### Metal 3, run 1

(2 px per µm)
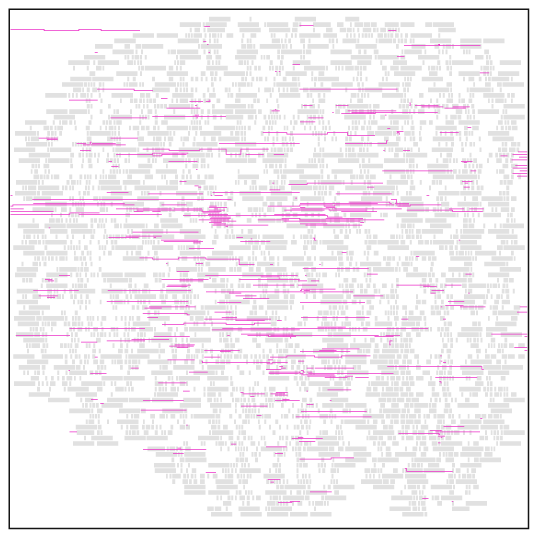
### Ports around the boundary, run 1

(2 px per µm) Pins as bars across the die edge, other pins in gray.
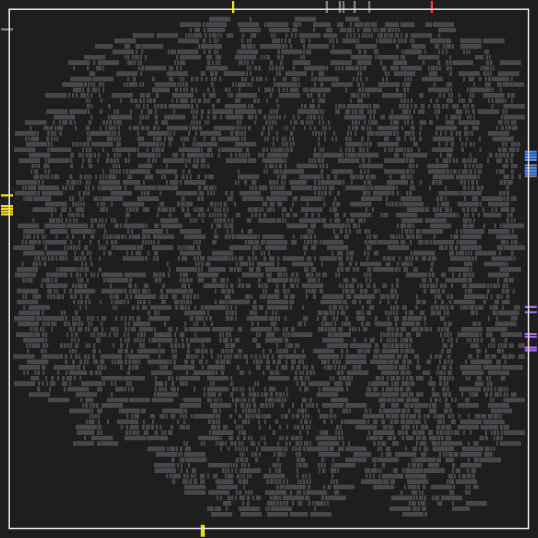
### Metal 2, run 1

(2 px per µm)
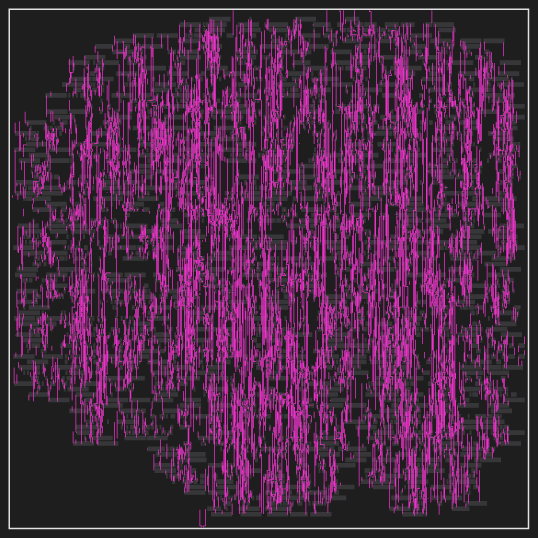
### Wire density map, run 1

(1.5 px per µm) 26 x 26 tiles, from dark blue (low) to red (high), scaled to the fullest tile. Values are wire area over tile area, all layers added.
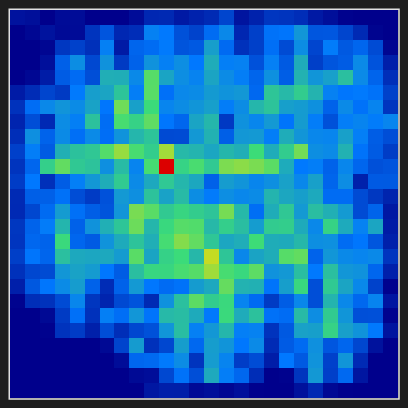
==> config.mk <==
export PLATFORM = sky130hd
export DESIGN_NAME = lbp_cell_histogram
export DESIGN_NICKNAME = d
export VERILOG_FILES = /design/src/rtl/lbp_pkg.sv /design/src/rtl/lbp_bin_array.sv /design/src/rtl/lbp_cell_histogram.sv
export SDC_FILE = /design/constraint.sdc
export NUM_CORES = 1
export LEC_CHECK = 0
export ABC_AREA = 1
export CAP_MARGIN = 20
export CORE_UTILIZATION = 40
export DETAILED_ROUTE_END_ITERATION = 8
export PLACE_DENSITY_LB_ADDON = 0.1
export SLEW_MARGIN = 20
export SYNTH_ARGS = -nofsm -noshare
export SYNTH_HDL_FRONTEND = slang
export SYNTH_SLANG_ARGS = --single-unit
==> constraint.sdc <==
create_clock -name i_clock -period 5.2 [get_ports i_clock]
set_input_delay 1.04 -clock i_clock [delete_from_list [all_inputs] [get_ports i_clock]]
set_output_delay 1.04 -clock i_clock [all_outputs]
set_load 0.005 [all_outputs]
==> tab_implementation.tex <==
% Synthesis and place-and-route results
\begin{tabular}{lr}
\hline
Metric & Value \\
\hline
\multicolumn{2}{l}{\textbf{Synthesis}} \\
\quad Most used DFF post-synth & edfxtp\_1 \\
\quad Top cell type by instance count after synthesis & nand2\_1 \\
\quad Leading cell types by total area after synthesis & edfxtp\_1 47\%, nand2\_1 11\%, nor2\_1 7.8\% \\
\quad Post-synthesis chip area from yosys & 0.0264 mm² \\
\quad Sequential area share after synthesis & 48.1\% \\
\quad Register bit total from synthesis & between 400 and 500 \\
\quad Async set-or-reset flop fraction in the synthesized netlist & 0\% \\
\quad Average cell area after synthesis & just under 8 µm² \\
\quad Post-Synthesis Net Count & between 3k and 4k \\
\quad Number of instances in the synthesized netlist & around 3.3k \\
\quad Number of enable-type register cells in the synthesized netlist & 413 \\
\quad Area leader, netlist & edfxtp\_1 \\
\quad Cells in synth\_stat.txt & 3342 \\
\quad Combined area of all synthesized cells & 0.0264 mm² \\
\quad Number of distinct standard cells referenced by the synthesized netlist & $\sim$40 \\
\quad Most instantiated cells after synthesis & 785 x nand2\_1, 550 x nor2\_1, 447 x inv\_1 \\
\quad Top cell area share & a little under half \\
\quad Total number of yosys warnings & 0 \\
\multicolumn{2}{l}{\textbf{Placed design}} \\
\quad Final Wtd Congestion & 0.922 \\
\quad \# placed instances & $\sim$4.5k \\
\quad Placement Cell Area & $\sim$0.030 mm² \\
\quad HPWL after detailed placement & 59.1 mm \\
\quad Place WS & -1770 ps \\
\multicolumn{2}{l}{\textbf{STA}} \\
\quad Worst hold slack across all endpoints & 471 ps \\
\quad Setup repair after global routing missed its margin & yes \\
\quad Rel. slew slack & a little under a third \\
\quad Actual slew at the worst max-slew pin & just over 1000 ps \\
\quad Worst setup margin & -1950 ps \\
\quad Setup TNS after final layout & -12220 ps \\
\quad \# setup viols final & 7 \\
\quad Post-layout minimum cycle time & roughly 7200 ps \\
\quad Crit share post-route & 138\% \\
\quad Final-report hold violation count & 0 \\
\quad Max-slew violation total from the final report & 0 \\
\quad Achievable frequency & roughly 0.14 GHz \\
\quad Final worst clock skew & around 14 ps \\
\multicolumn{2}{l}{\textbf{Global routing}} \\
\quad Number of antenna violations at the first check in global routing & 3 \\
\quad Via count of the first global-routing pass & between 20k and 25k \\
\quad Largest net degree at the start of global routing & between 40 and 50 \\
\quad Global-route wire length before repair & 123 mm \\
\quad Global route total overflow & 0 \\
\multicolumn{2}{l}{\textbf{Critical path}} \\
\quad Crit-path max FO & 5 \\
\quad Highest-delay cell along the critical path & dfxtp\_4 \\
\quad Crit Path Category & register to output pin \\
\quad Reg-to-reg slack, setup & 1740 ps \\
\quad Type of origin of the critical path & register \\
\quad Worst path required time & 4160 ps \\
\quad Arrival @ worst endpoint & 6110 ps \\
\quad Most frequent cell on the critical path & nand2\_1 \\
\quad CP max stage delay & around 360 ps \\
\quad R2R cell count & 14 \\
\quad Crit end category & output pin \\
\multicolumn{2}{l}{\textbf{Outcome}} \\
\quad Result of the run & finished, violations left \\
\quad Violations in the final reports & negative setup slack \\
\multicolumn{2}{l}{\textbf{Clocking}} \\
\quad Library cell used as clock root buffer & clkbuf\_16 \\
\quad TritonCTS sink count & 428 \\
\quad Clock slew seen by the registers of the worst setup and hold paths & 60 ps \\
\quad H-tree depth & 2 \\
\quad TritonCTS clock tree & built \\
\quad Max clock buf depth & 3 \\
\quad Number of CTS-inserted buffers & $\sim$51 \\
\quad Late-Pin Clk Latency & between 600 and 700 ps \\
\multicolumn{2}{l}{\textbf{Finish}} \\
\quad Final \#Nets & roughly 3.8k \\
\quad Fraction of layout cells with a size suffix above 1 & roughly 16\% \\
\quad Storage cell area & about 0.013 mm² \\
\quad Growth of design area from synthesis to finish & 21.3\% \\
\quad Post-route design area & around 0.032 mm² \\
\quad Filler cell count in the final layout & approximately 6.3k \\
\quad Utilization after layout & about half \\
\quad Multi-input gate area in the final layout & approximately 0.012 mm² \\
\quad Max reg flops & between 400 and 500 \\
\quad Non-Filler Instances & between 4k and 5k \\
\quad Count of antenna diodes in the layout & 0 \\
\multicolumn{2}{l}{\textbf{Power and ir drop}} \\
\quad Power density normalized to cell area & 259 mW/mm² \\
\quad Power after layout & $\sim$8.3 mW \\
\quad Leakage Power & around 14 nW \\
\quad Highest ir drop seen on vdd & $\sim$0.00024 V \\
\multicolumn{2}{l}{\textbf{Job}} \\
\quad Warning total across the stage logs & 32 \\
\quad Max-cap viol count & 0 \\
\multicolumn{2}{l}{\textbf{Routing}} \\
\quad Antenna Violating Nets Remaining & 0 \\
\quad Vias per std cell & 5.13 \\
\quad Violation count after the first detailed-routing iteration & 1832 \\
\quad DRT Pass-1 Iters & 5 \\
\quad Number of design rule violations left after detail routing & 0 \\
\multicolumn{2}{l}{\textbf{Floorplanning}} \\
\quad Number of I/O pins & 30 \\
\quad Initial standard-cell utilization of the core & 40.7\% \\
\quad Cell row count & 93 \\
\quad Total die area & 0.0670 mm² \\
\quad Area of the core & 0.0648 mm² \\
\multicolumn{2}{l}{\textbf{Worst hold path}} \\
\quad Number of cells traversed by the worst hold path & 2 \\
\quad Type of the tightest min-delay check & register to register \\
\hline
\end{tabular}
Back to the opening pictures, 'Metal 3':
The layer holds 6.0% of the routed length. The layer carries 4700 µm of wire. The wires run mostly horizontal. The longest straight run is 103 µm. 220 nets have wire on it.
met3 usage in global routing: 3.74%
overall via count from detail_route: 23.5k
final routed wirelength across all metal layers: 78.2 mm

Back to the opening pictures, 'Ports around the boundary':
Blue marks `o_bin_count`, pins 7, direction output, edge east. Yellow marks `i_label_in`, pins 8, direction input, edge 5 west, 2 south, 1 north. Red marks `o_label_ready`, pins 1, direction output, edge north. Purple marks `o_bin_index`, pins 6, direction output, edge east.
All pins by edge: 15 east, 7 north, 6 west, 2 south.
buffers added on ports: 29
height of the die: 259 µm
floorplan die width: 259 µm

Back to the opening pictures, 'Metal 2':
The wires run mostly vertical. The layer holds 47% of the routed length.
met2 Resource Use GR: 39.0%

Back to the opening pictures, 'Wire density map':
The densest ninth of the die: center. 5.8% of the tiles are over half the peak. The fullest tile reaches 0.77. 11% of the tiles are nearly empty. The emptiest ninth of the die: south-west. The mean over all tiles is 0.19.
gr usage total: 23.3%
per-cell routed wire length: 17.0 µm

-- run 1: power breakdown --
part	internal [mW]	total [mW]	switching (mW)	leakage, nW
sequential	3.89	4.00	0.110	4.39
combinational	0.309	0.848	0.538	8.44
clock	1.94	3.45	1.51	0.762
total	6.14	8.30	2.15	13.6
-- run 1: layout by cell type, fill, tap and decap left out, types with 4 or more instances in the layout --
cell type        count
inv_1              445
or2_2               30
xor2_1             128
o21ai_0            124
ha_4                 4
nand2_2             64
a21oi_2              9
o21ai_1             10
nor3_1              91
edfxtp_1           413
clkinv_1            18
buf_2                8
clkinv_2             8
inv_2                8
dfxtp_1             11
o21ai_2              4
clkdlybuf4s50_1     21
nor2_1             548
a21oi_1            238
buf_6               10
inv_4                4
ha_1                61
nand3_2             29
nor2_4               8
o211ai_1             9
nand3_1            182
nand2_4              4
nand2_1            721
buf_4              320
clkbuf_1             8
clkbuf_16           51
nor3b_1             51
nand4_1             29
nor2_2               7
xnor2_1             31
-- run 1: what timing repair did --
item / CTS / global route
hold buffers: 0 / 0
endpoints found under the setup margin: 7 / 7
setup buffers: 11 / 8
gates resized: 68 / 105
pin swaps: 46 / 101
-- run 1: worst max-delay path: cells and delay by family (launching register included) --
| family | cells | cell delay (ps) |
|---|---|---|
| compound gates | 7 | 1030 |
| buf+inv | 4 | 470 |
| flops | 1 | 360 |
| simple gates | 52 | 3620 |
-- run 1: per-layer routing --
layer  track usage [%]  share of wire (%)  wire [µm]
met5                 0              0.056         44
met4              7.89                3.2       2500
met3              3.74                6.0       4700
met1              30.7                 44      34300
met2              39.0                 47      36700
-- run 1: layout make-up --
type	count	share of cell area, %
clock buffers	59	4.08
clock inverters	31	0.758
inverters	458	5.40
multi-input cells	2398	38.0
flip-flops and latches	428	39.7
well taps	855	3.34
repair buffers	360	8.69
-- run 1: cells by family (layout without fill, tap and decap cells) --
kind of cell             after synthesis  count (layout)  share of synthesized area [%]
AND/OR/NAND/NOR                     1770            1770                           28.2
buffers and inverters                516             908                           7.45
flip-flops                           428             428                           48.1
AND-OR/OR-AND                        404             404                           7.84
XOR/XNOR                             159             159                           5.27
adder cells (fa/ha/maj)               65              65                           3.08
Power and IR drop assume default switching activity.
